**src/rtl/y_muldiv_pkg.sv**
```systemverilog
// rtl/y_muldiv_pkg.sv - op encodings and FSM state type shared by the mul/div unit and ID decode
package y_muldiv_pkg;

    localparam logic [1:0] OP_MUL   = 2'b00;
    localparam logic [1:0] OP_MULHU = 2'b01;
    localparam logic [1:0] OP_DIVU  = 2'b10;
    localparam logic [1:0] OP_REMU  = 2'b11;

    typedef enum logic [1:0] {
        IDLE = 2'b00,
        RUN  = 2'b01,
        DONE = 2'b10
    } state_t;

endpackage

```
**src/rtl/y_muldiv_step.sv**
```systemverilog
// rtl/y_muldiv_step.sv - one shift-add multiply or restoring divide iteration on the 2*WIDTH accumulator
module y_muldiv_step #(
    parameter int WIDTH = 32
) (
    input  logic                 is_div,
    input  logic                 op_bit,
    input  logic [2*WIDTH-1:0]   acc,
    input  logic [WIDTH-1:0]     opnd,
    output logic [2*WIDTH-1:0]   acc_next
);

    logic [WIDTH:0]   sum;
    logic [WIDTH:0]   trial;
    logic [WIDTH-1:0] diff;

    // Multiply: acc = {partial_hi, product_lo}; add then shift right, product bits fill from the top.
    // Divide:   acc = {remainder, quotient}; shift in the next dividend bit, subtract if it fits.
    always_comb begin
        sum      = {1'b0, acc[2*WIDTH-1:WIDTH]} + (op_bit ? {1'b0, opnd} : '0);
        trial    = {acc[2*WIDTH-1:WIDTH], op_bit};
        diff     = trial[WIDTH-1:0] - opnd;
        acc_next = {sum, acc[WIDTH-1:1]};
        if (is_div) begin
            if (trial >= {1'b0, opnd}) begin
                acc_next = {diff, acc[WIDTH-2:0], 1'b1};
            end else begin
                acc_next = {trial[WIDTH-1:0], acc[WIDTH-2:0], 1'b0};
            end
        end
    end

endmodule

```
**src/rtl/y_muldiv.sv**
```systemverilog
// rtl/y_muldiv.sv - multi-cycle unsigned MUL/MULHU/DIVU/REMU unit with start/busy/done handshake
module y_muldiv
    import y_muldiv_pkg::*;
#(
    parameter int WIDTH = 32
) (
    input  logic             clk,
    input  logic             rst_n,
    input  logic             start,
    input  logic [1:0]       op,
    input  logic [WIDTH-1:0] a,
    input  logic [WIDTH-1:0] b,
    output logic             busy,
    output logic             done,
    output logic [WIDTH-1:0] z,
    output logic             ex
);

    localparam int CW = $clog2(WIDTH);

    state_t             state_q, state_d;
    logic [CW-1:0]      cnt_q, cnt_d;
    logic [2*WIDTH-1:0] acc_q, acc_d, acc_step;
    logic [WIDTH-1:0]   a_q, a_d, b_q, b_d;
    logic [1:0]         op_q, op_d;
    logic [WIDTH-1:0]   z_q, z_d;
    logic               ex_q, ex_d;

    logic               accept;
    logic               last;
    logic               is_div;
    logic               op_bit;
    logic [CW-1:0]      a_idx;
    logic [WIDTH-1:0]   res;

    assign accept = start && (state_q != RUN);
    assign last   = (state_q == RUN) && (cnt_q == CW'(WIDTH - 1));
    assign is_div = op_q[1];
    assign a_idx  = CW'(WIDTH - 1) - cnt_q;
    // Multiplier bits are consumed LSB first, dividend bits MSB first.
    assign op_bit = is_div ? a_q[a_idx] : b_q[cnt_q];

    y_muldiv_step #(.WIDTH(WIDTH)) u_step (
        .is_div   (is_div),
        .op_bit   (op_bit),
        .acc      (acc_q),
        .opnd     (is_div ? b_q : a_q),
        .acc_next (acc_step)
    );

    // op[0] picks the upper accumulator half: MULHU high product, REMU remainder.
    assign res = op_q[0] ? acc_step[2*WIDTH-1:WIDTH] : acc_step[WIDTH-1:0];

    always_ff @(posedge clk or negedge rst_n) begin
        if (!rst_n) begin
            state_q <= IDLE;
        end else begin
            state_q <= state_d;
        end
    end

    always_comb begin
        state_d = state_q;
        case (state_q)
            IDLE:    if (start) state_d = RUN;
            RUN:     if (last) state_d = DONE;
            DONE:    state_d = start ? RUN : IDLE;
            default: state_d = IDLE;
        endcase
    end

    always_comb begin
        busy = (state_q == RUN);
        done = (state_q == DONE);
    end

    always_comb begin
        cnt_d = cnt_q;
        acc_d = acc_q;
        a_d   = a_q;
        b_d   = b_q;
        op_d  = op_q;
        z_d   = z_q;
        ex_d  = ex_q;
        if (accept) begin
            cnt_d = '0;
            acc_d = '0;
            a_d   = a;
            b_d   = b;
            op_d  = op;
        end else if (state_q == RUN) begin
            cnt_d = cnt_q + 1'b1;
            acc_d = acc_step;
            if (last) begin
                z_d  = res;
                ex_d = is_div && (b_q == '0);
            end
        end
    end

    always_ff @(posedge clk or negedge rst_n) begin
        if (!rst_n) begin
            cnt_q <= '0;
            acc_q <= '0;
            a_q   <= '0;
            b_q   <= '0;
            op_q  <= '0;
            z_q   <= '0;
            ex_q  <= 1'b0;
        end else begin
            cnt_q <= cnt_d;
            acc_q <= acc_d;
            a_q   <= a_d;
            b_q   <= b_d;
            op_q  <= op_d;
            z_q   <= z_d;
            ex_q  <= ex_d;
        end
    end

    assign z  = z_q;
    assign ex = ex_q;

endmodule

```
**config.mk**
```make
export PLATFORM = sky130hd
export DESIGN_NAME = y_muldiv
export DESIGN_NICKNAME = d
export VERILOG_FILES = /design/src/rtl/y_muldiv_pkg.sv /design/src/rtl/y_muldiv_step.sv /design/src/rtl/y_muldiv.sv
export SDC_FILE = /design/constraint.sdc
export NUM_CORES = 1
export LEC_CHECK = 0
export CAP_MARGIN = 25
export CORE_ASPECT_RATIO = 1.2
export CORE_MARGIN = 1.5
export CORE_UTILIZATION = 54
export DETAILED_ROUTE_END_ITERATION = 10
export PLACE_DENSITY = 0.78
export RECOVER_POWER = 100
export SYNTH_ARGS = -nofsm -noshare
export SYNTH_HDL_FRONTEND = slang
export SYNTH_SLANG_ARGS = --single-unit
```
**constraint.sdc**
```tcl
create_clock -name clk -period 4.8 [get_ports clk]
set_clock_uncertainty 0.05 [all_clocks]
set_input_delay 0.96 -clock clk [delete_from_list [all_inputs] [get_ports clk]]
set_output_delay 0.96 -clock clk [all_outputs]
set_load 0.02 [all_outputs]
```
Fig. 1: run 1, the metal 2 layer
Scale: 3 px per um.
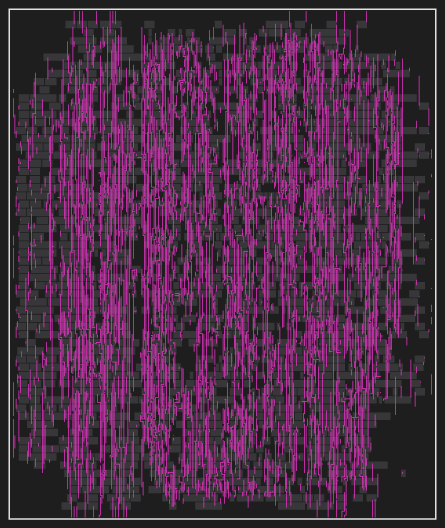
nets with wire on the layer = 1418
share of all routed wire = 47%

Fig. 2: run 1, I/O pins on the die edge
Scale: 3 px per um. Pins as bars across the die edge, other pins in gray.
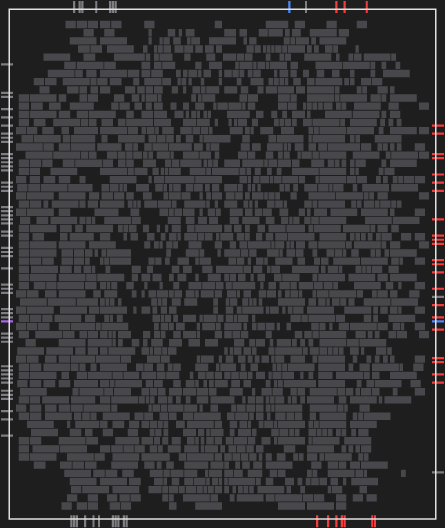
start -> purple  # pins 1, direction input, edge west
op -> blue  # pins 2, direction input, edge 1 east, 1 north
z -> red  # pins 32, direction output, edge 22 east, 7 south, 3 north
all pins by edge = 49 west, 25 east, 18 south, 12 north
I/O Buffers: 103
die width: 142 um
Die Y-Extent: 169 um

==> impl_metrics.json, run 1 <==
{
  "status": "finished, violations left",
  "failed_checks": "max-capacitance violations, max-slew violations, negative setup slack",
  "use_met1_pct": 42.5,
  "critPathTopFamily": "multiplexers",
  "grt_overflow_total": 0,
  "max_stage_delay_ns": 0.55,
  "post_dp_cell_area_mm2": 0.0145,
  "edf_count": 0,
  "path_cells": "buf_2, mux4_2, mux4_2, mux2_4, a21oi_4, buf_6, ha_4, inv_2, fa_2, a21o_1, a221oi_4, buf_4, or4b_4, nand3b_1, nand2_2, or3_1, nand4b_1, a31o_1, a211oi_2",
  "coreArea_mm2": 0.0225,
  "cp_num_cells": 19,
  "netlist_area_mm2": 0.0125,
  "antenna_found_initial": 0,
  "clock_latency_ns": 0.44,
  "wl_met3_um": 2070,
  "ys_sh_simple_pct": 14.4,
  "finalInstanceArea_mm2": 0.0157,
  "maxSlewViolCount": 220,
  "clk_pin_slew_ns": 0.07,
  "fp_util_pct": 55.3,
  "layout_top_cell": "dfrtp_1",
  "cts_root_buf": "clkbuf_16",
  "ys_area_mm2": 0.0125,
  "synth.avg_cell_area_um2": 9.34,
  "setup_viol": 15,
  "inv_count": 15,
  "synthTopLogicFamily": "AND-OR/OR-AND gates",
  "hold_ws_ns": 0.434,
  "fin_crit_sh_pct": 102,
  "boundaryPins": 104,
  "cp_max_fo": 7,
  "first_iter_violations": 955,
  "critPathCapture": "z[30]",
  "sh_comb_area_pct": 52.6,
  "reg2reg_to": "z[30]",
  "clock-sinks": 170,
  "layout.nets": 1637,
  "die_area_mm2": 0.0240,
  "nFillCells": 1722,
  "period_minus_slack_ns": 4.91,
  "largest_reg_flops": 64,
  "grt_pass1_wl_um": 58500,
  "syn-num-nets": 1473,
  "place_ws_ns": -0.202,
  "endpoint_kind": "register",
  "worst_hold_path_type": "register to register",
  "synth_warnings": 0,
  "logic_area_mm2": 0.00824,
  "synth-seq-cells": 170,
  "bufAreaShareNonClock_pct": 13.7,
  "fin_ws_ns": -0.105,
  "non_clock_buffer_count": 243,
  "drc": 0,
  "mux_share_pct": 17.1,
  "via_per_inst": 6.36,
  "grt_pass1_vias": 11100,
  "drt-wirelength-per-cell_um": 20.6,
  "fin_cells": 1789,
  "fa_ha_area_share_pct": 7.15,
  "tap_cells": 279,
  "slew_headroom_pct": -51.3,
  "hold_viol_final": 0,
  "regArea_mm2": 0.00426,
  "maxCapViolations": 3,
  "worstMarginPinSlew_ns": 2.27,
  "ff_count": 170,
  "cp-start-kind": "register",
  "async_flop_share_pct": 100,
  "ys_sh_xor_pct": 3.58,
  "clock_area_share_pct": 3.86,
  "drive_gt1_share_pct": 24.0,
  "firstDrtPassIters": 5
}
Fig. 3: run 1, routing congestion map
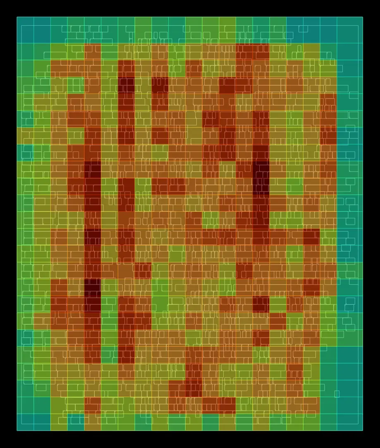
Core Util, Final: 69.5%
GRT Total Usage: 31.1%
met3 track demand over resource: 3.50%
GR peak layer: met2
met2 usage: 51.9%

Fig. 4: run 1, metal 3
Scale: 3 px per um.
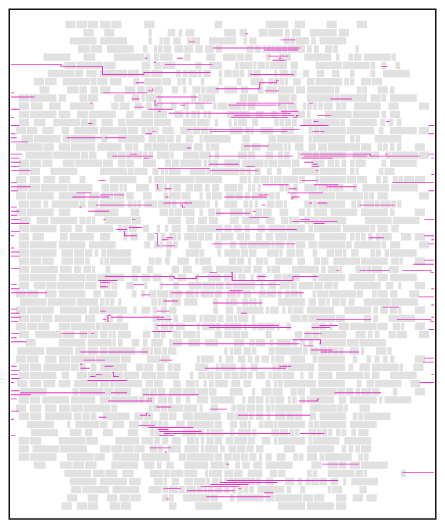

==> inputs of run 2 (changes only) <==
--- a/config.mk
+++ b/config.mk
@@ -11,7 +11,6 @@
 export CORE_UTILIZATION = 54
 export DETAILED_ROUTE_END_ITERATION = 10
 export PLACE_DENSITY = 0.78
-export RECOVER_POWER = 100
 export SYNTH_ARGS = -nofsm -noshare
 export SYNTH_HDL_FRONTEND = slang
 export SYNTH_SLANG_ARGS = --single-unit
Fig. 5: run 2, metal 3
Scale: 3 px per um.
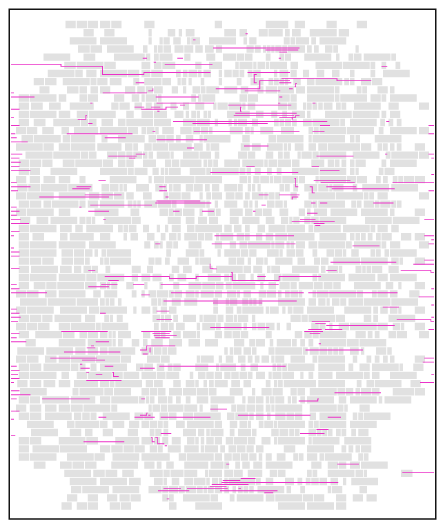
nets with wire on the layer = 190
wire length on this layer = 1980 um
share of all routed wire = 5.4%
main direction = horizontal

Fig. 6: run 2, I/O pins on the die edge
Scale: 3 px per um. Pins as bars across the die edge, other pins in gray.
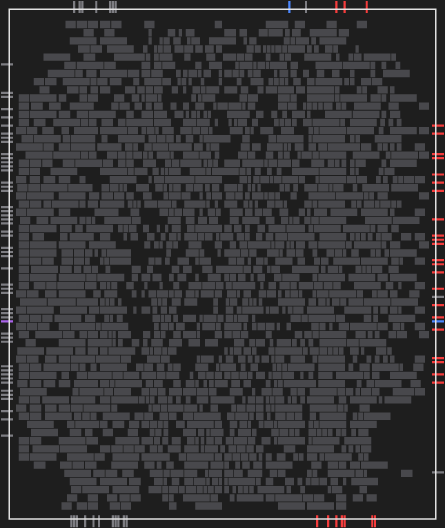
z -> red  # pins 32, direction output, edge 22 east, 7 south, 3 north
start -> purple  # pins 1, direction input, edge west
op -> blue  # pins 2, direction input, edge 1 east, 1 north
all pins by edge = 49 west, 25 east, 18 south, 12 north

==> impl_metrics.json, run 2 <==
{
  "status": "finished, violations left",
  "failed_checks": "negative setup slack",
  "logic_area_mm2": 0.00825,
  "grt_overflow_total": 0,
  "critPathCapture": "z[30]",
  "worst_hold_path_type": "register to register",
  "wl_met3_um": 1980,
  "via_per_inst": 6.33,
  "finalInstanceArea_mm2": 0.0157,
  "drive_gt1_share_pct": 24.2,
  "use_met1_pct": 42.5,
  "cp_max_fo": 7,
  "grt_pass1_vias": 11100,
  "inv_count": 15,
  "largest_reg_flops": 64,
  "post-route-util_pct": 69.7,
  "endpoint_kind": "register",
  "fp_util_pct": 55.3,
  "warnings": 30,
  "clock_area_share_pct": 3.85,
  "synthTopLogicFamily": "AND-OR/OR-AND gates",
  "async_flop_share_pct": 100,
  "coreArea_mm2": 0.0225,
  "period_minus_slack_ns": 4.90,
  "use_met3_pct": 3.50,
  "tap_cells": 279,
  "non_clock_buffer_count": 243,
  "fin_ws_ns": -0.0968,
  "busiest_layer": "met2",
  "layout.nets": 1637,
  "fin_cells": 1789,
  "setup_viol": 22,
  "place_ws_ns": -0.202,
  "ys_sh_xor_pct": 3.58,
  "maxCapViolations": 0,
  "nFillCells": 1712,
  "cp-start-kind": "register",
  "bufAreaShareNonClock_pct": 13.9,
  "slew_headroom_pct": 32.5,
  "die_area_mm2": 0.0240,
  "edf_count": 0,
  "mux_share_pct": 17.1,
  "port_buffers": 103,
  "hold_viol_final": 0,
  "min_from": "z[9]",
  "ys_sh_simple_pct": 14.4,
  "ys_area_mm2": 0.0125,
  "hold_ws_ns": 0.440,
  "boundaryPins": 104,
  "post_dp_cell_area_mm2": 0.0145,
  "cts_root_buf": "clkbuf_16",
  "clock_latency_ns": 0.44,
  "fa_ha_area_share_pct": 7.15,
  "firstDrtPassIters": 5,
  "drc": 0,
  "maxSlewViolCount": 0,
  "layout_top_cell": "dfrtp_1",
  "clock-sinks": 170,
  "synth_warnings": 0,
  "netlist_area_mm2": 0.0125,
  "first_iter_violations": 839,
  "syn-num-nets": 1473,
  "clk_pin_slew_ns": 0.07,
  "gr-usage-met2_pct": 51.9,
  "critPathTopFamily": "multiplexers",
  "reg2reg_to": "z[30]",
  "ff_count": 170,
  "sh_comb_area_pct": 52.6,
  "regArea_mm2": 0.00426,
  "fin_crit_sh_pct": 102,
  "grt_use_total_pct": 31.1
}
Fig. 7: run 2, routing congestion map
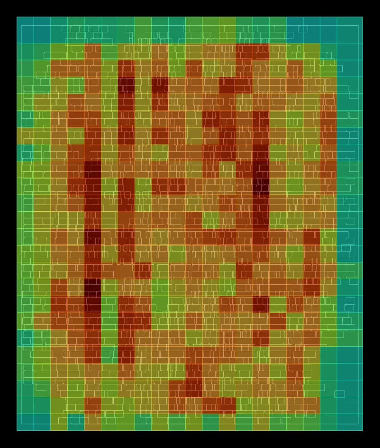

==> inputs of run 3 (changes only) <==
==> constraint.sdc (replaced) <==
create_clock -name clk -period 4.25 [get_ports clk]
set_clock_uncertainty 0.05 [all_clocks]
set_input_delay 0.85 -clock clk [delete_from_list [all_inputs] [get_ports clk]]
set_output_delay 0.85 -clock clk [all_outputs]
set_load 0.02 [all_outputs]
Fig. 8: run 3, routing congestion map
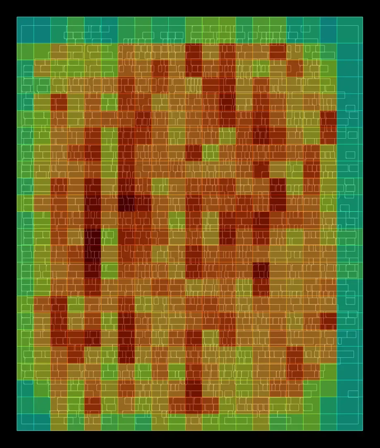
drt wl/cell: 21.0 um
M1 GR Usage: 43.6%

==> impl_metrics.json, run 3 <==
{
  "grt_use_total_pct": 32.7,
  "cts_root_buf": "clkbuf_16",
  "first_iter_violations": 1161,
  "fin_ws_ns": -0.652,
  "clock-sinks": 170,
  "fin_crit_sh_pct": 115,
  "use_met3_pct": 4.23,
  "slew_headroom_pct": 44.7,
  "die_y_um": 169,
  "async_flop_share_pct": 100,
  "path_cells": "clkbuf_16, mux4_2, mux4_2, mux2_4, a21oi_4, buf_12, buf_4, ha_4, nand4_1, nor2_2, nand3_1, or4_4, a31oi_4, nor2_4, buf_12, buf_16, or3_1, a31oi_1, a21o_1",
  "status": "finished, violations left",
  "logic_area_mm2": 0.00847,
  "max_stage_delay_ns": 0.51,
  "hold_ws_ns": 0.151,
  "post-route-util_pct": 75.6,
  "worst_hold_path_type": "input pin to asynchronous set/reset pin",
  "fin_cells": 1919,
  "boundaryPins": 104,
  "maxSlewViolCount": 0,
  "critPathTopFamily": "multiplexers",
  "sh_comb_area_pct": 49.8,
  "cp_num_cells": 19,
  "mux_share_pct": 17.1,
  "drc": 0,
  "bufAreaShareNonClock_pct": 19.3,
  "warnings": 32,
  "grt_pass1_wl_um": 61200,
  "synth.avg_cell_area_um2": 9.34,
  "reg2reg_to": "acc_q[35]",
  "maxCapViolations": 0,
  "hold_viol_final": 0,
  "firstDrtPassIters": 6,
  "setup_viol": 65,
  "syn-num-nets": 1473,
  "ys_area_mm2": 0.0125,
  "gr-usage-met2_pct": 54.6,
  "netlist_area_mm2": 0.0125,
  "ys_sh_xor_pct": 3.58,
  "synthTopLogicFamily": "AND-OR/OR-AND gates",
  "clock_latency_ns": 0.44,
  "die_area_mm2": 0.0240,
  "critPathCapture": "acc_q[35]",
  "failed_checks": "negative setup slack",
  "regArea_mm2": 0.00426,
  "via_per_inst": 6.30
}
Fig. 9: run 3, the metal 2 layer
Scale: 3 px per um.
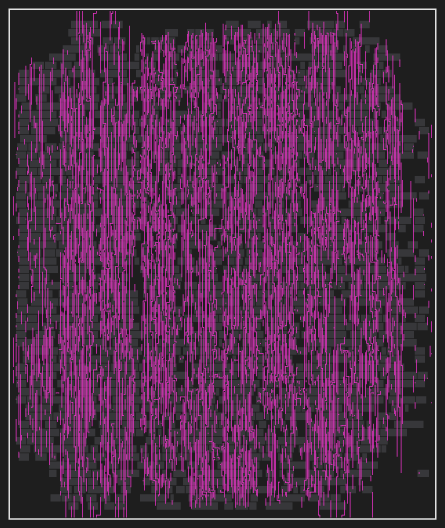
longest straight run = 59.5 um
nets with wire on the layer = 1579


==> notes/layouts.md <==
Pictures saved along the way, in no particular order.

Routed metal per tile.
Scale: 2 px per um. The die is cut into 28 by 34 equal tiles; dark blue is low, red is high, scaled to the fullest tile. Values are wire area over tile area, all layers added.
(a)
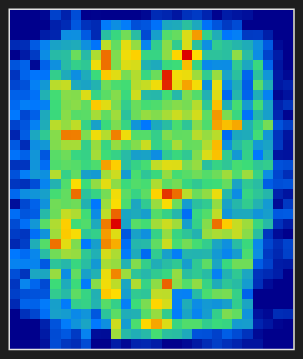
(b)
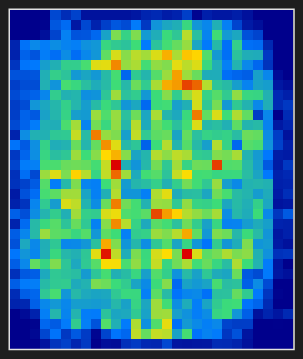
(a) comes from run 2.
(b) comes from run 3.

